[config.mk]
export PLATFORM = sky130hd
export DESIGN_NAME = mem_port_arbiter_flat
export DESIGN_NICKNAME = d
export VERILOG_FILES = /design/src/rtl/mem_port_arbiter_pkg.sv /design/src/rtl/mem_port_arbiter_if.sv /design/src/rtl/mem_port_arbiter_latency_counter.sv /design/src/rtl/mem_port_arbiter.sv /design/src/flat_wrapper.sv
export SDC_FILE = /design/constraint.sdc
export NUM_CORES = 1
export LEC_CHECK = 0
export CAP_MARGIN = 20
export CORE_MARGIN = 2
export CORE_UTILIZATION = 36
export DETAILED_ROUTE_END_ITERATION = 10
export GPL_TIMING_DRIVEN = 0
export PLACE_DENSITY = 0.85
export SLEW_MARGIN = 10
export SYNTH_ARGS = -nofsm -noshare
export SYNTH_HDL_FRONTEND = slang
export SYNTH_SLANG_ARGS = --single-unit
[constraint.sdc]
create_clock -name clock -period 1.3 [get_ports clock]
set_input_delay 0.195 -clock clock [delete_from_list [all_inputs] [get_ports clock]]
set_output_delay 0.195 -clock clock [all_outputs]
set_load 0.03 [all_outputs]
[src/rtl/mem_port_arbiter_pkg.sv]
// Shared types and defaults for the unified-memory port arbiter.
// Holds the arbiter state encoding and default latency/width values.
package mem_port_arbiter_pkg;

  localparam int DEF_LATENCY    = 2;
  localparam int DEF_ADDR_WIDTH = 32;
  localparam int DEF_DATA_WIDTH = 32;

  typedef enum logic [1:0] {
    IDLE   = 2'd0,
    BUSY_I = 2'd1,
    BUSY_D = 2'd2
  } state_t;

endpackage

[src/rtl/mem_port_arbiter_if.sv]
// Bundle of the fetch, data and memory-side signals of the arbiter.
// master: arbiter view (drives ready/rdata/mem*/stall); slave: pipeline+memory view.
interface mem_port_arbiter_if
  import mem_port_arbiter_pkg::*;
#(
  parameter int ADDR_WIDTH = DEF_ADDR_WIDTH,
  parameter int DATA_WIDTH = DEF_DATA_WIDTH
);

  logic                  ifReq;
  logic [ADDR_WIDTH-1:0] ifAddr;
  logic                  ifReady;
  logic [DATA_WIDTH-1:0] ifRdata;

  logic                  dmReq;
  logic                  dmWrite;
  logic [ADDR_WIDTH-1:0] dmAddr;
  logic [DATA_WIDTH-1:0] dmWdata;
  logic                  dmReady;
  logic [DATA_WIDTH-1:0] dmRdata;

  logic                  memEn;
  logic                  memWe;
  logic [ADDR_WIDTH-1:0] memAddr;
  logic [DATA_WIDTH-1:0] memWdata;
  logic [DATA_WIDTH-1:0] memRdata;

  logic                  stall;

  modport master (
    input  ifReq, ifAddr,
    output ifReady, ifRdata,
    input  dmReq, dmWrite, dmAddr, dmWdata,
    output dmReady, dmRdata,
    output memEn, memWe, memAddr, memWdata,
    input  memRdata,
    output stall
  );

  modport slave (
    output ifReq, ifAddr,
    input  ifReady, ifRdata,
    output dmReq, dmWrite, dmAddr, dmWdata,
    input  dmReady, dmRdata,
    input  memEn, memWe, memAddr, memWdata,
    output memRdata,
    input  stall
  );

endinterface

[src/rtl/mem_port_arbiter_latency_counter.sv]
// Down-counter timing one fixed-latency memory access.
// Ports: clock, reset, load (preset to LATENCY-1), dec, zero flag.
module mem_port_arbiter_latency_counter #(
  parameter int LATENCY = 2
) (
  input  logic clock,
  input  logic reset,
  input  logic load,
  input  logic dec,
  output logic zero
);

  localparam int CW = $clog2(LATENCY) + 1;

  logic [CW-1:0] cnt;

  always_ff @(posedge clock) begin
    if (reset) begin
      cnt <= '0;
    end else if (load) begin
      cnt <= CW'(LATENCY - 1);
    end else if (dec && cnt != '0) begin
      cnt <= cnt - CW'(1);
    end
  end

  assign zero = (cnt == '0);

endmodule

[src/rtl/mem_port_arbiter.sv]
// Shares one single-ported fixed-latency memory between IF and MEM stage.
// Ports: clock, reset, bus (fetch/data requests, memory side, pipeline stall).
module mem_port_arbiter
  import mem_port_arbiter_pkg::*;
#(
  parameter int LATENCY    = DEF_LATENCY,
  parameter int ADDR_WIDTH = DEF_ADDR_WIDTH,
  parameter int DATA_WIDTH = DEF_DATA_WIDTH
) (
  input logic                clock,
  input logic                reset,
  mem_port_arbiter_if.master bus
);

  state_t state, state_nx;

  logic                  if_pend, dm_pend, stall;
  logic                  grant_i, grant_d, done, cnt_zero;
  logic                  if_ready_q, dm_ready_q, we_q;
  logic [ADDR_WIDTH-1:0] addr_q;
  logic [DATA_WIDTH-1:0] wdata_q, if_rdata_q, dm_rdata_q;

  assign if_pend = bus.ifReq & ~if_ready_q;
  assign dm_pend = bus.dmReq & ~dm_ready_q;
  assign stall   = if_pend | dm_pend;

  always_ff @(posedge clock) begin
    if (reset) state <= IDLE;
    else       state <= state_nx;
  end

  // Data beats fetch: the MEM-stage op belongs to the older instruction.
  always_comb begin
    state_nx = state;
    grant_i  = 1'b0;
    grant_d  = 1'b0;
    done     = 1'b0;
    unique case (state)
      IDLE: begin
        if (dm_pend) begin
          grant_d  = 1'b1;
          state_nx = BUSY_D;
        end else if (if_pend) begin
          grant_i  = 1'b1;
          state_nx = BUSY_I;
        end
      end
      BUSY_I, BUSY_D: begin
        if (cnt_zero) begin
          done     = 1'b1;
          state_nx = IDLE;
        end
      end
      default: state_nx = IDLE;
    endcase
  end

  mem_port_arbiter_latency_counter #(
    .LATENCY(LATENCY)
  ) u_cnt (
    .clock(clock),
    .reset(reset),
    .load (grant_i | grant_d),
    .dec  (state != IDLE),
    .zero (cnt_zero)
  );

  // Ready flags hold until the pipeline advances (stall low),
  // and are only set if the requester has not been flushed.
  always_ff @(posedge clock) begin
    if (reset) begin
      addr_q     <= '0;
      wdata_q    <= '0;
      we_q       <= 1'b0;
      if_rdata_q <= '0;
      dm_rdata_q <= '0;
      if_ready_q <= 1'b0;
      dm_ready_q <= 1'b0;
    end else begin
      if (grant_d) begin
        addr_q  <= bus.dmAddr;
        wdata_q <= bus.dmWdata;
        we_q    <= bus.dmWrite;
      end else if (grant_i) begin
        addr_q  <= bus.ifAddr;
      end
      if (done && state == BUSY_I) if_rdata_q <= bus.memRdata;
      if (done && state == BUSY_D) dm_rdata_q <= bus.memRdata;
      if (!stall) begin
        if_ready_q <= 1'b0;
        dm_ready_q <= 1'b0;
      end else begin
        if (done && state == BUSY_I && bus.ifReq) if_ready_q <= 1'b1;
        if (done && state == BUSY_D && bus.dmReq) dm_ready_q <= 1'b1;
      end
    end
  end

  assign bus.memEn    = (state != IDLE);
  assign bus.memWe    = (state == BUSY_D) & we_q;
  assign bus.memAddr  = addr_q;
  assign bus.memWdata = wdata_q;
  assign bus.ifReady  = if_ready_q;
  assign bus.ifRdata  = if_rdata_q;
  assign bus.dmReady  = dm_ready_q;
  assign bus.dmRdata  = dm_rdata_q;
  assign bus.stall    = stall;

endmodule

[src/flat_wrapper.sv]
// flat-port wrapper written by rule: the top's interface ports become plain ports
module mem_port_arbiter_flat import mem_port_arbiter_pkg::*;
#(
  parameter int LATENCY    = DEF_LATENCY,
  parameter int ADDR_WIDTH = DEF_ADDR_WIDTH,
  parameter int DATA_WIDTH = DEF_DATA_WIDTH
)
  (clock, reset, bus_ifReq, bus_ifAddr, bus_ifReady, bus_ifRdata, bus_dmReq, bus_dmWrite, bus_dmAddr, bus_dmWdata, bus_dmReady, bus_dmRdata, bus_memEn, bus_memWe, bus_memAddr, bus_memWdata, bus_memRdata, bus_stall);
  mem_port_arbiter_if #(.ADDR_WIDTH(ADDR_WIDTH), .DATA_WIDTH(DATA_WIDTH)) bus_i ();
  input logic clock;
  input logic reset;
  input wire logic [$bits(bus_i.ifReq)-1:0] bus_ifReq;
  input wire logic [$bits(bus_i.ifAddr)-1:0] bus_ifAddr;
  output wire logic [$bits(bus_i.ifReady)-1:0] bus_ifReady;
  output wire logic [$bits(bus_i.ifRdata)-1:0] bus_ifRdata;
  input wire logic [$bits(bus_i.dmReq)-1:0] bus_dmReq;
  input wire logic [$bits(bus_i.dmWrite)-1:0] bus_dmWrite;
  input wire logic [$bits(bus_i.dmAddr)-1:0] bus_dmAddr;
  input wire logic [$bits(bus_i.dmWdata)-1:0] bus_dmWdata;
  output wire logic [$bits(bus_i.dmReady)-1:0] bus_dmReady;
  output wire logic [$bits(bus_i.dmRdata)-1:0] bus_dmRdata;
  output wire logic [$bits(bus_i.memEn)-1:0] bus_memEn;
  output wire logic [$bits(bus_i.memWe)-1:0] bus_memWe;
  output wire logic [$bits(bus_i.memAddr)-1:0] bus_memAddr;
  output wire logic [$bits(bus_i.memWdata)-1:0] bus_memWdata;
  input wire logic [$bits(bus_i.memRdata)-1:0] bus_memRdata;
  output wire logic [$bits(bus_i.stall)-1:0] bus_stall;
  assign bus_i.ifReq = bus_ifReq;
  assign bus_i.ifAddr = bus_ifAddr;
  assign bus_ifReady = bus_i.ifReady;
  assign bus_ifRdata = bus_i.ifRdata;
  assign bus_i.dmReq = bus_dmReq;
  assign bus_i.dmWrite = bus_dmWrite;
  assign bus_i.dmAddr = bus_dmAddr;
  assign bus_i.dmWdata = bus_dmWdata;
  assign bus_dmReady = bus_i.dmReady;
  assign bus_dmRdata = bus_i.dmRdata;
  assign bus_memEn = bus_i.memEn;
  assign bus_memWe = bus_i.memWe;
  assign bus_memAddr = bus_i.memAddr;
  assign bus_memWdata = bus_i.memWdata;
  assign bus_i.memRdata = bus_memRdata;
  assign bus_stall = bus_i.stall;
  mem_port_arbiter #(.LATENCY(LATENCY), .ADDR_WIDTH(ADDR_WIDTH), .DATA_WIDTH(DATA_WIDTH)) u_core (.clock(clock), .reset(reset), .bus(bus_i));
endmodule
**Run 1: metal layers overlaid**

(4 px per µm) Only two layers are drawn.
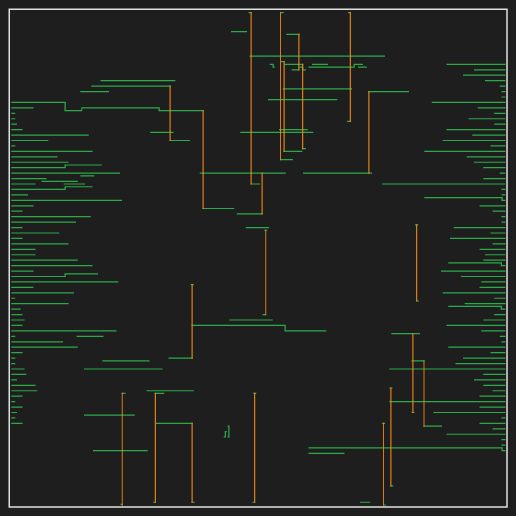
layer	color	wire length
M4	orange	469 µm
M3	green	1650 µm

**Run 1: met2 routing**

(3 px per µm) Cells faint in the background.
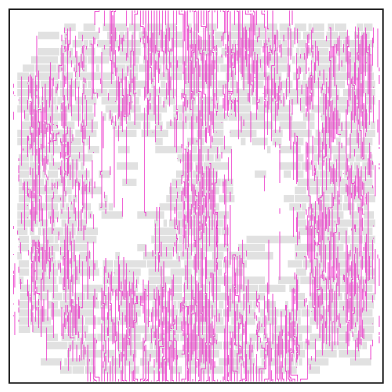
nets with wire on the layer	999
wire length on this layer	10500 µm

==> flow_summary.json, run 1 <==
{
  "outcome": "finished, violations left",
  "violations_in_the_final_reports": "setup timing",
  "maxUsedRoutingLayer": "met4",
  "grt.met2_usage": 0.427,
  "clock_power_share": 0.345,
  "route.final.wire_length_um": 20400,
  "timing.final.ws_setup_ns": -0.217,
  "floorplan.rows": 43,
  "synthesis.instances": 649,
  "comb_power_share": 0.325,
  "critPathBufInv": 4,
  "syn_warnings": 0,
  "synth.top_cells.by_area": "sky130_fd_sc_hd__dfxtp_1, sky130_fd_sc_hd__nand2_1, sky130_fd_sc_hd__a21oi_1, sky130_fd_sc_hd__o311ai_1, sky130_fd_sc_hd__nand3_1",
  "avgRoutedWirePerCell_um": 17.7,
  "post_cts_hold_buffer_count": 0,
  "synth.cell_area_um2": 5190,
  "final_antenna_net_count": 0,
  "grt_util_all_layers": 0.237,
  "worstPathMaxFanout": 6,
  "area_delta_synth_final_pct": 98.2,
  "setup_viol": 101,
  "globalRouteMet1Util": 0.253,
  "timing.final.hold_violations": 0,
  "min_delay_worst_endpoint": "u_core.bus.ifReady$_SDFFE_PP0P_",
  "place_congestion": 0.825,
  "lay_top_cells": "sky130_fd_sc_hd__nand2_1, sky130_fd_sc_hd__clkdlybuf4s50_1, sky130_fd_sc_hd__dfxtp_1",
  "non_clock_inverter_count": 38,
  "global_route.usage.met3": 0.0861,
  "crit_chain": "inv_2 -> ha_4 -> buf_6 -> and3b_2 -> buf_8 -> buf_8 -> nand2_2 -> a21oi_2",
  "layout_worst_path_cycle_share": 1.17,
  "ff_count": 135,
  "worst_hold_path.num_cells": 3,
  "period_needed_ns": 1.52,
  "synthTopCellsByCount": "sky130_fd_sc_hd__nand2_1, sky130_fd_sc_hd__dfxtp_1, sky130_fd_sc_hd__a21oi_1, sky130_fd_sc_hd__inv_1, sky130_fd_sc_hd__nand3_1",
  "top_power_group": "the clock network",
  "yosys-stat-cells": 649,
  "numCtsBuffers": 17,
  "classification_of_the_worst_slack_hold_path": "in2reg",
  "finish.utilization": 0.736
}
**Run 1: wires at chosen ports, followed through buffers**

(3 px per µm)
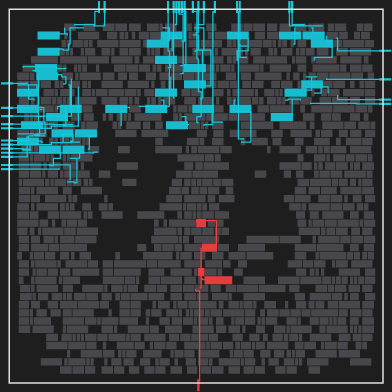
port	color	direction	end cells	buffers	wire
`bus_dmRdata`	cyan	output	32	32	1030 µm
`bus_ifReq`	red	input	4	1	69.6 µm
number of placed I/O pins: 266
IO Port Bufs: 265

**Run 1: a small window of the routed layout**

Window x 83 to 103, y 83 to 103 µm. Cells in gray, sequential cells in the stronger gray; small squares are vias.
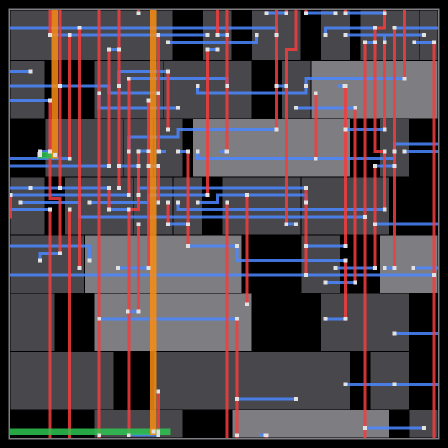
layer	color
M1	blue
M4	orange
M2	red
M3	green
most frequent	nand2_1 (7), dfxtp_1 (4)
netlist names of flops here include	`u_core.bus.dmRdata` (3), `u_core.bus.ifRdata` (1)
sequential cells in the window	4
cells with their middle in the window	27

**Run 1: the clock network**

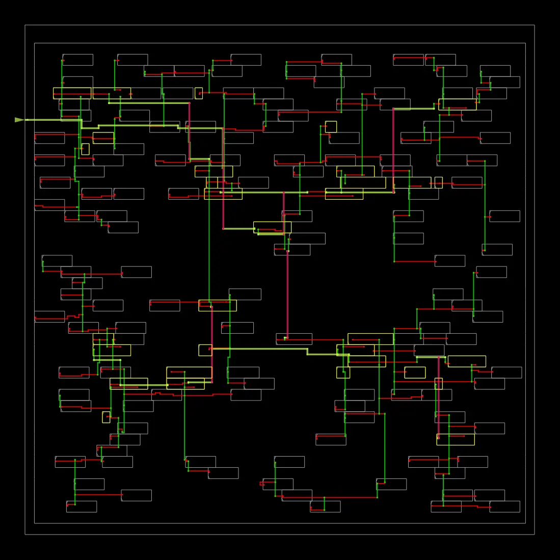

==> run 2: changes to the inputs <==
Settings changed: CORE_UTILIZATION 36 to 43, DONT_BUFFER_PORTS set to 1, GPL_ROUTABILITY_DRIVEN set to 0, PLACE_DENSITY 0.85 to 0.68.
**Run 2: the clock network**

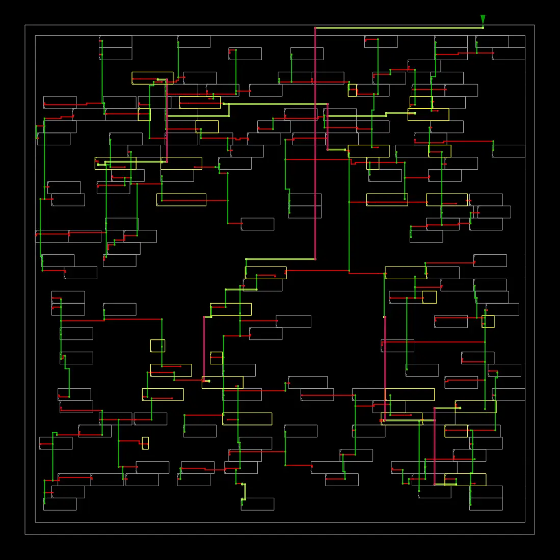
Worst-Skew Late Latency: 0.42 ns
clock network power: 5.07 mW
clock tree skew after final layout: 0.0129 ns
number of buffers inserted during clock tree synthesis: 17
Seq cells: 135

**Run 2: metal layers overlaid**

(4 px per µm) Only two layers are drawn.
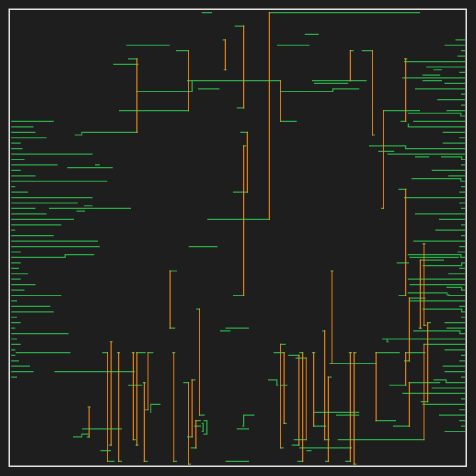
layer	color	wire length
M4	orange	938 µm
M3	green	1410 µm

**Run 2: wires at chosen ports, followed through buffers**

(3 px per µm)
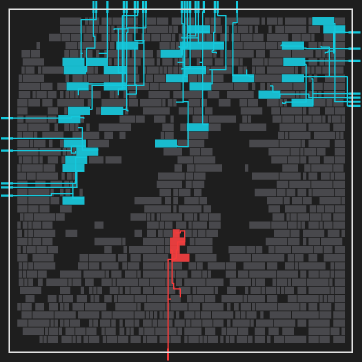
port	color	direction	end cells	buffers	wire
`bus_dmRdata`	cyan	output	32	0	973 µm
`bus_ifReq`	red	input	4	1	68.8 µm

==> run 2 against run 1 <==
The run still ends with setup timing left. Clock power barely moved. Global-route usage grew 4.3 points. Synthesized cell count unchanged. Die size fell by 16%. Routed wire length rose by 3.0%. Critical path depth down 1.
==> flow_summary.json, run 2 <==
{
  "period_needed_ns": 1.61,
  "crit_arrival_ns": 1.87,
  "delay_of_the_slowest_critical_path_stage_ns": 0.36,
  "crit_path_start": "u_core.state[1]$_SDFFE_PP0P_",
  "classification_of_the_worst_slack_hold_path": "in2reg",
  "layout_worst_path_cycle_share": 1.24,
  "crit_cells": 7,
  "dpl_worst_slack_ns": -0.386,
  "worst_hold_path.num_cells": 2,
  "synth.top_cells.by_area": "sky130_fd_sc_hd__dfxtp_1, sky130_fd_sc_hd__nand2_1, sky130_fd_sc_hd__a21oi_1, sky130_fd_sc_hd__o311ai_1, sky130_fd_sc_hd__nand3_1",
  "synth.cell_area_um2": 5190,
  "crit_chain": "inv_4 -> ha_4 -> clkinvlp_4 -> a21oi_4 -> buf_6 -> buf_6 -> o311ai_2",
  "comb_power_share": 0.242,
  "final_antenna_net_count": 0,
  "timing.final.ws_setup_ns": -0.311,
  "number_of_slew_limit_violations_in_the_final_report": 0,
  "synthesis.instances": 649,
  "outcome": "finished, violations left",
  "synthTopCellsByCount": "sky130_fd_sc_hd__nand2_1, sky130_fd_sc_hd__dfxtp_1, sky130_fd_sc_hd__a21oi_1, sky130_fd_sc_hd__inv_1, sky130_fd_sc_hd__nand3_1",
  "route.final.wire_length_um": 21100,
  "finish.utilization": 0.751,
  "hold_slack_ns": 0.0617,
  "clock_power_share": 0.356,
  "min_delay_worst_endpoint": "u_core.bus.memAddr[17]$_SDFFE_PP0P_",
  "yosys-stat-cells": 649,
  "floorplan.rows": 40,
  "grt.met2_usage": 0.502,
  "maxUsedRoutingLayer": "met4",
  "globalRouteMet1Util": 0.296,
  "avgRoutedWirePerCell_um": 21.2,
  "timing.final.hold_violations": 0,
  "post_cts_hold_buffer_count": 131,
  "area_delta_synth_final_pct": 72.2,
  "global_route.usage.met3": 0.0861,
  "critPathBufInv": 4,
  "boundaryPins": 266,
  "violations_in_the_final_reports": "setup timing",
  "worstPathMaxFanout": 5,
  "synth_xor_xnor_area_share": 0,
  "non_clock_inverter_count": 38,
  "placement.io_buffers": 0,
  "setup_viol": 135,
  "cts_tree": "built",
  "grt_util_all_layers": 0.280,
  "syn_warnings": 0
}
Power is estimated from default activity; no workload was simulated.
